===== config.mk =====
export PLATFORM = sky130hd
export DESIGN_NAME = gene_line_compression_flat
export DESIGN_NICKNAME = d
export VERILOG_FILES = /design/src/rtl/gene_line_compression_if.sv /design/src/rtl/gene_line_compression.sv /design/src/flat_wrapper.sv
export SDC_FILE = /design/constraint.sdc
export NUM_CORES = 1
export LEC_CHECK = 0
export CORE_MARGIN = 3
export CORE_UTILIZATION = 50
export DETAILED_ROUTE_END_ITERATION = 10
export PLACE_DENSITY_LB_ADDON = 0.15
export SLEW_MARGIN = 25
export SYNTH_ARGS = -nofsm -noshare
export SYNTH_HDL_FRONTEND = slang
export SYNTH_SLANG_ARGS = --single-unit

===== constraint.sdc =====
create_clock -name clk -period 5.2 [get_ports clk]
set_input_delay 1.04 -clock clk [delete_from_list [all_inputs] [get_ports clk]]
set_output_delay 1.04 -clock clk [all_outputs]
set_load 0.02 [all_outputs]

===== src/rtl/gene_line_compression_if.sv =====
// Stream bundle for the gene line compressor: ASCII bases in, packed lines out.
interface gene_line_compression_if #(
    parameter int BASES = 100,
    parameter int CNT_W = 7
);
    logic [7:0]         in_char;
    logic               in_valid;
    logic               in_last;
    logic               in_ready;
    logic [2*BASES-1:0] line_data;
    logic [CNT_W-1:0]   line_count;
    logic               line_valid;
    logic               line_ready;
    logic               err_bad_char;

    // Character source and line consumer side
    modport master (
        output in_char, in_valid, in_last, line_ready,
        input  in_ready, line_data, line_count, line_valid, err_bad_char
    );

    // Compressor side
    modport slave (
        input  in_char, in_valid, in_last, line_ready,
        output in_ready, line_data, line_count, line_valid, err_bad_char
    );
endinterface


===== src/rtl/gene_line_compression.sv =====
// Gene line compressor: packs one ASCII base per cycle into 2-bit codes and
// emits lines of up to BASES bases, base i at line_data[2i+1:2i].
//
// state | meaning
// FILL  | accepting characters into the accumulator
// PEND  | a completed line waits in the accumulator for the output register
module gene_line_compression #(
    parameter int BASES = 100,
    parameter int CNT_W = 7
) (
    input logic                  clk,
    input logic                  rst,
    gene_line_compression_if.slave bus
);
    localparam int W = 2 * BASES;

    typedef enum logic [0:0] {FILL, PEND} state_t;

    state_t           state;
    state_t           state_next;
    logic [W-1:0]     acc;
    logic [W-1:0]     word;
    logic [W-1:0]     out_data;
    logic [CNT_W-1:0] idx;
    logic [CNT_W-1:0] out_count;
    logic             out_valid;
    logic             err;
    logic [1:0]       code;
    logic             bad;
    logic             in_ready;
    logic             accept;
    logic             complete;
    logic             out_free;
    logic             out_take;

    assign in_ready = (state == FILL);
    assign accept   = bus.in_valid & in_ready;
    assign complete = accept & ((idx == CNT_W'(BASES - 1)) | bus.in_last);
    assign out_free = ~out_valid | bus.line_ready;
    assign out_take = out_valid & bus.line_ready;

    assign bus.in_ready     = in_ready;
    assign bus.line_data    = out_data;
    assign bus.line_count   = out_count;
    assign bus.line_valid   = out_valid;
    assign bus.err_bad_char = err;

    // Map an ASCII base to its 2-bit code; anything unrecognised is 00 and flagged
    always_comb begin
        code = 2'b00;
        bad  = 1'b0;
        case (bus.in_char)
            8'h41, 8'h61: code = 2'b00;
            8'h43, 8'h63: code = 2'b01;
            8'h47, 8'h67: code = 2'b10;
            8'h54, 8'h74: code = 2'b11;
            default:      bad  = 1'b1;
        endcase
    end

    // Accumulator with the incoming code inserted at idx; slots above idx forced to zero
    always_comb begin
        word = '0;
        for (int i = 0; i < BASES; i++) begin
            if (CNT_W'(i) == idx) begin
                word[2*i +: 2] = code;
            end else if (CNT_W'(i) < idx) begin
                word[2*i +: 2] = acc[2*i +: 2];
            end
        end
    end

    // State register
    always_ff @(posedge clk) begin
        if (rst) begin
            state <= FILL;
        end else begin
            state <= state_next;
        end
    end

    // Next state: park in PEND when a line completes while the output is occupied
    always_comb begin
        state_next = state;
        case (state)
            FILL: if (complete && !out_free) state_next = PEND;
            PEND: if (out_take) state_next = FILL;
            default: state_next = FILL;
        endcase
    end

    // Accumulator, base index, output register and sticky error flag
    always_ff @(posedge clk) begin
        if (rst) begin
            acc       <= '0;
            idx       <= '0;
            out_data  <= '0;
            out_count <= '0;
            out_valid <= 1'b0;
            err       <= 1'b0;
        end else begin
            if (accept && bad) begin
                err <= 1'b1;
            end
            case (state)
                FILL: begin
                    if (out_take) begin
                        out_valid <= 1'b0;
                    end
                    if (complete) begin
                        if (out_free) begin
                            out_data  <= word;
                            out_count <= idx + CNT_W'(1);
                            out_valid <= 1'b1;
                            acc       <= '0;
                            idx       <= '0;
                        end else begin
                            // idx is kept so the held line's count is still known
                            acc <= word;
                        end
                    end else if (accept) begin
                        acc <= word;
                        idx <= idx + CNT_W'(1);
                    end
                end
                PEND: begin
                    if (out_take) begin
                        out_data  <= acc;
                        out_count <= idx + CNT_W'(1);
                        acc       <= '0;
                        idx       <= '0;
                    end
                end
                default: ;
            endcase
        end
    end
endmodule


===== src/flat_wrapper.sv =====
// flat-port wrapper written by rule: the top's interface ports become plain ports
module gene_line_compression_flat 
#(
    parameter int BASES = 100,
    parameter int CNT_W = 7
)
  (clk, rst, bus_in_char, bus_in_valid, bus_in_last, bus_line_ready, bus_in_ready, bus_line_data, bus_line_count, bus_line_valid, bus_err_bad_char);
  gene_line_compression_if #(.BASES(BASES), .CNT_W(CNT_W)) bus_i ();
  input logic clk;
  input logic rst;
  input wire logic [$bits(bus_i.in_char)-1:0] bus_in_char;
  input wire logic [$bits(bus_i.in_valid)-1:0] bus_in_valid;
  input wire logic [$bits(bus_i.in_last)-1:0] bus_in_last;
  input wire logic [$bits(bus_i.line_ready)-1:0] bus_line_ready;
  output wire logic [$bits(bus_i.in_ready)-1:0] bus_in_ready;
  output wire logic [$bits(bus_i.line_data)-1:0] bus_line_data;
  output wire logic [$bits(bus_i.line_count)-1:0] bus_line_count;
  output wire logic [$bits(bus_i.line_valid)-1:0] bus_line_valid;
  output wire logic [$bits(bus_i.err_bad_char)-1:0] bus_err_bad_char;
  assign bus_i.in_char = bus_in_char;
  assign bus_i.in_valid = bus_in_valid;
  assign bus_i.in_last = bus_in_last;
  assign bus_i.line_ready = bus_line_ready;
  assign bus_in_ready = bus_i.in_ready;
  assign bus_line_data = bus_i.line_data;
  assign bus_line_count = bus_i.line_count;
  assign bus_line_valid = bus_i.line_valid;
  assign bus_err_bad_char = bus_i.err_bad_char;
  gene_line_compression #(.BASES(BASES), .CNT_W(CNT_W)) u_core (.clk(clk), .rst(rst), .bus(bus_i));
endmodule

Run 1, power grid:
Pins as bars on the die edge.
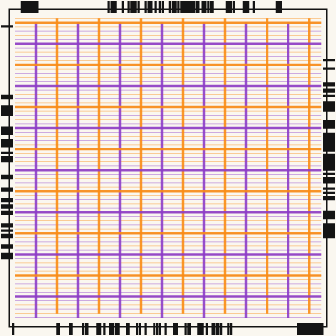
legend:
  purple:
    net: VSS
  orange:
    net: VDD
met5 straps: 14
met4 straps: 14
rows: 71
signal pins: 223

Run 1, cell classes on the final placement:
The bar under the picture is 50 µm long.
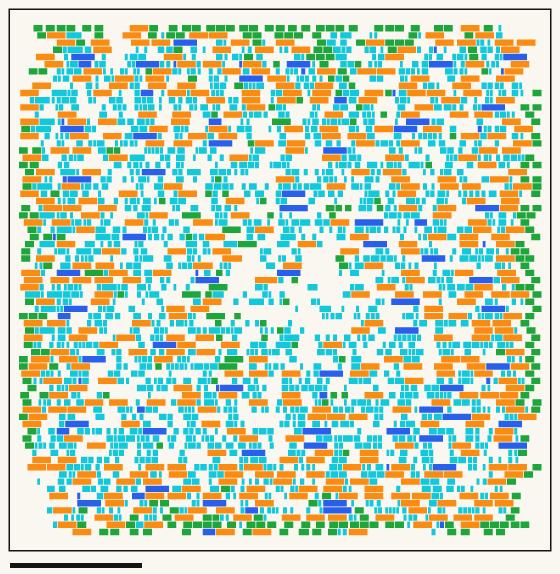
legend:
  blue:
    class: clock drivers and dummy loads
    cells: 84
    share_of_their_area: 7.0%
  orange:
    class: flops
    cells: 417
    share_of_their_area: 36%
  green:
    class: other buffers and delay cells
    cells: 285
    share_of_their_area: 12%
  cyan:
    class: combinational and other logic
    cells: 1,759
    share_of_their_area: 45%

Run 1, routed clock nets over the placement:
The bar under the picture is 50 µm long.
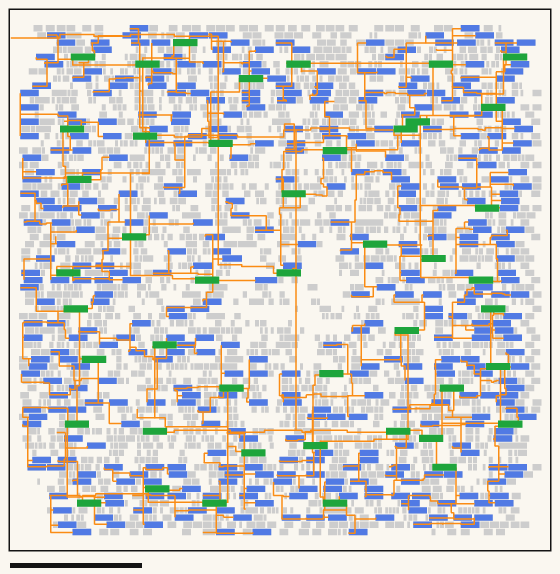
legend:
  green:
    item: clock drivers
    count: 45
  blue:
    item: flip-flops
    count: 417
  orange:
    item: clock wires
    length: 5,420 µm
flops lie: widely spread
routed clock nets: 46

Run 1, metal layers overlaid:
Two of the layers only.
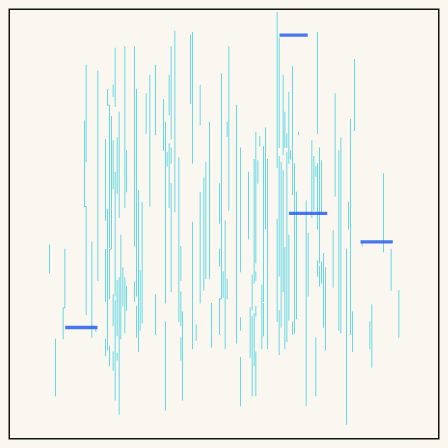
legend:
  blue:
    layer: metal 5
    wire_length: 56.1 µm
  cyan:
    layer: metal 4
    wire_length: 5,850 µm

==> flow_metrics.env, run 1 <==
# source this file to load flow results
export IMPL_status="complete, no violations"
export IMPL_layout_drive_gt1_share_pct=8.06
export IMPL_clkbuf_count=70
export IMPL_ys_chip_area_um2=19600
export IMPL_ys_flops=417
export IMPL_min_path_type="flip-flop to flip-flop"
export IMPL_top_logic_kind="AND-OR/OR-AND gates"
export IMPL_path_cells="clkdlybuf4s50_1, nor4bb_1, o21ai_2, buf_4, nor2_1, buf_4, nand3_1, a311oi_1"
export IMPL_seq_cell_count=417
export IMPL_p_leak_nw=8.27
export IMPL_stdcell_count=3057
export IMPL_path_depth=8
export IMPL_core_area_um2=38200
export IMPL_max_vdd_ir_drop_mv=0.263
export IMPL_cts_made_buffers=45
export IMPL_finalPower_w=0.00764
export IMPL_warnings=29
export IMPL_cts_setup_buffers=0
export IMPL_pwr_share_seq_pct=43.8
export IMPL_die_h_um=204
export IMPL_rsz0062_at_grt="no"
export IMPL_grt_ovfl_total=0
export IMPL_cp_slowest_cell="nor4bb_1"
export IMPL_die_x_um=204
export IMPL_synthFlopType="dfxtp_1"
export IMPL_hold_viol=0
export IMPL_htree_levels=2
export IMPL_met1Wirelength_mm=32.1
export IMPL_comb_cells=1731
export IMPL_routed_wl_met2_mm=35.2
export IMPL_crit_top_cell="buf_4"
export IMPL_final_max_slew_viol_count=0
export IMPL_cts_repair_resized=0
export IMPL_comb_area_share_pct=43.2
export IMPL_regArea_um2=8360
export IMPL_required_ps=5700
export IMPL_viasPerCell=6.81
export IMPL_synth_largest_area_cell="dfxtp_1"
export IMPL_hold_slack_ps=454
export IMPL_p_comb_w=0.000765
export IMPL_aoi_share_pct=31.8
export IMPL_utilization_pct=62.4
export IMPL_initCoreUtil_pct=51.4
export IMPL_power_switching_w=0.00193
export IMPL_nets=2525
export IMPL_grt_usage_pct=38.3
export IMPL_clock_area_share_pct=6.78
export IMPL_mux_area_share_pct=0.364
export IMPL_rr_worst_depth=6
export IMPL_worstSkewPairLatency_ps=600
export IMPL_place_congestion=0.993
export IMPL_synth_warnings=0
export IMPL_use_met2_pct=56.5
export IMPL_routed_wirelength_mm=83.2
export IMPL_fmax_mhz=272
export IMPL_dieArea_um2=41700
export IMPL_num_rows=71
export IMPL_wl_per_cell_um=27.2
export IMPL_top_layer_used="met5"
export IMPL_layout_top_cells="dfxtp_1, nor2_1, o21ai_0"
export IMPL_power_leader="clock"
export IMPL_antenna_found_initial=5
export IMPL_edf_count=0
export IMPL_setup_slack_ps=1520
export IMPL_worstMarginPinSlew_ps=1120
export IMPL_largest_cell_class="logic gates"
export IMPL_top_cells_by_count="dfxtp_1, nor2_1, o21ai_0"
export IMPL_met3_length_mm=10.1
export IMPL_final_common_cell="dfxtp_1"
export IMPL_clk_path_buf_depth=3
--- run 2 (diff from run 1) ---
==> constraint.sdc (replaced) <==
create_clock -name clk -period 3.7 [get_ports clk]
set_input_delay 0.74 -clock clk [delete_from_list [all_inputs] [get_ports clk]]
set_output_delay 0.74 -clock clk [all_outputs]
set_load 0.02 [all_outputs]
Run 2, cell classes on the final placement:
The bar under the picture is 50 µm long.
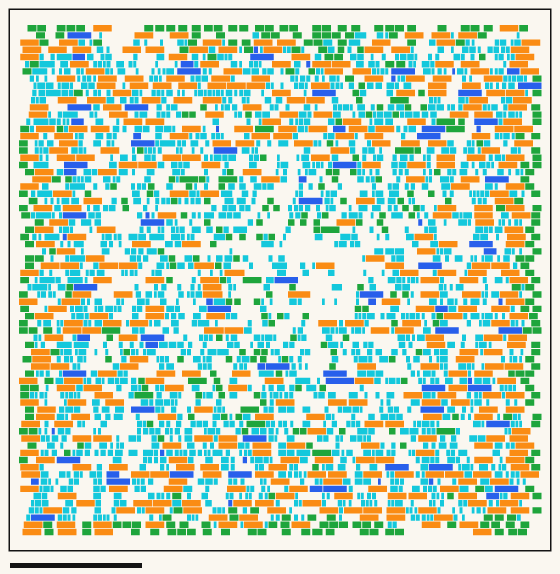
legend:
  cyan:
    class: combinational and other logic
    cells: 1,759
    share_of_their_area: 43%
  green:
    class: other buffers and delay cells
    cells: 393
    share_of_their_area: 15%
  blue:
    class: clock drivers and dummy loads
    cells: 84
    share_of_their_area: 6.3%
  orange:
    class: flops
    cells: 417
    share_of_their_area: 35%
Placement Rows: 71
register fraction of the total cell area: 34.0%
fin area: 24,600 µm²
area of the core: 38,200 µm²

==> flow_metrics.env, run 2 <==
# source this file to load flow results
export IMPL_rr_worst_depth=7
export IMPL_seq_cell_count=417
export IMPL_crit_top_cell="buf_4"
export IMPL_nets=2633
export IMPL_clock_area_share_pct=6.17
export IMPL_mux_area_share_pct=0.364
export IMPL_clk_path_buf_depth=3
export IMPL_viasPerCell=6.73
export IMPL_use_met2_pct=59.0
export IMPL_cts_setup_buffers=0
export IMPL_largest_cell_class="logic gates"
export IMPL_status="complete, no violations"
export IMPL_required_ps=4150
export IMPL_die_h_um=204
export IMPL_cp_slowest_cell="nor4_1"
export IMPL_edf_count=0
export IMPL_dieArea_um2=41700
export IMPL_top_layer_used="met5"
export IMPL_worstMarginPinSlew_ps=1010
export IMPL_grt_ovfl_total=0
export IMPL_p_per_area_nw_per_um2=424
export IMPL_antenna_found_initial=1
export IMPL_comb_cells=1731
export IMPL_p_comb_w=0.00111
export IMPL_stdcell_count=3164
export IMPL_layout_drive_gt1_share_pct=12.1
export IMPL_cts_made_buffers=45
export IMPL_final_common_cell="dfxtp_1"
export IMPL_synth_warnings=0
export IMPL_hold_slack_ps=453
export IMPL_syn_cell_area_um2=19600
export IMPL_worstSkewPairLatency_ps=590
export IMPL_p_leak_nw=8.79
export IMPL_finalPower_w=0.0104
export IMPL_top_cells_by_count="dfxtp_1, nor2_1, o21ai_0"
export IMPL_ys_flops=417
export IMPL_hold_viol=0
export IMPL_place_congestion=1.02
export IMPL_power_leader="sequential cells"
export IMPL_comb_area_share_pct=41.8
export IMPL_pwr_share_seq_pct=45.0
export IMPL_aoi_share_pct=31.8
export IMPL_initCoreUtil_pct=51.4
export IMPL_yosysMostFrequentCell="dfxtp_1"
export IMPL_path_depth=7
export IMPL_met1Wirelength_mm=33.6
export IMPL_synth_largest_area_cell="dfxtp_1"
export IMPL_die_x_um=204
export IMPL_htree_levels=2
export IMPL_cts_repair_resized=0
export IMPL_fmax_mhz=299
export IMPL_warnings=31
export IMPL_max_vdd_ir_drop_mv=0.333
export IMPL_ys_chip_area_um2=19600
export IMPL_path_cells="buf_4, nor4_1, nand2_1, a21o_1, a221oi_1, buf_4, nor3_1"
export IMPL_top_logic_kind="AND-OR/OR-AND gates"
export IMPL_layout_top_cells="dfxtp_1, nor2_1, o21ai_0"
export IMPL_synthFlopType="dfxtp_1"
export IMPL_wl_per_cell_um=26.9
export IMPL_regArea_um2=8360
export IMPL_utilization_pct=64.4
export IMPL_rsz0062_at_grt="no"
export IMPL_routed_wirelength_mm=85.0
export IMPL_power_switching_w=0.00274
export IMPL_routed_wl_met2_mm=36.6
Run 2, routed clock nets over the placement:
The bar under the picture is 50 µm long.
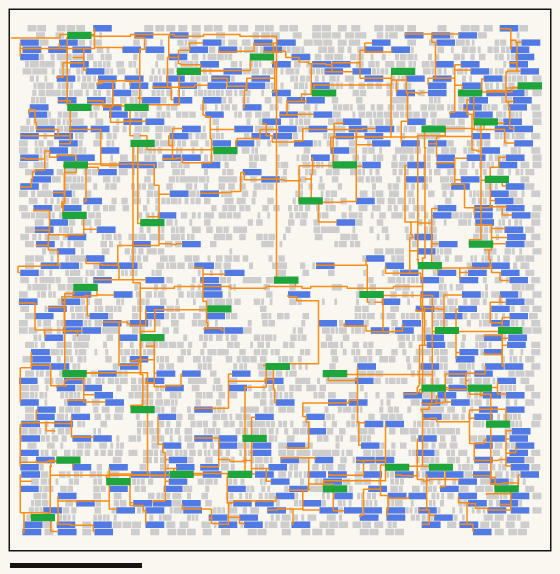
legend:
  green:
    item: clock drivers
    count: 45
  blue:
    item: flip-flops
    count: 417
  orange:
    item: clock wires
    length: 5,360 µm
flops lie: widely spread

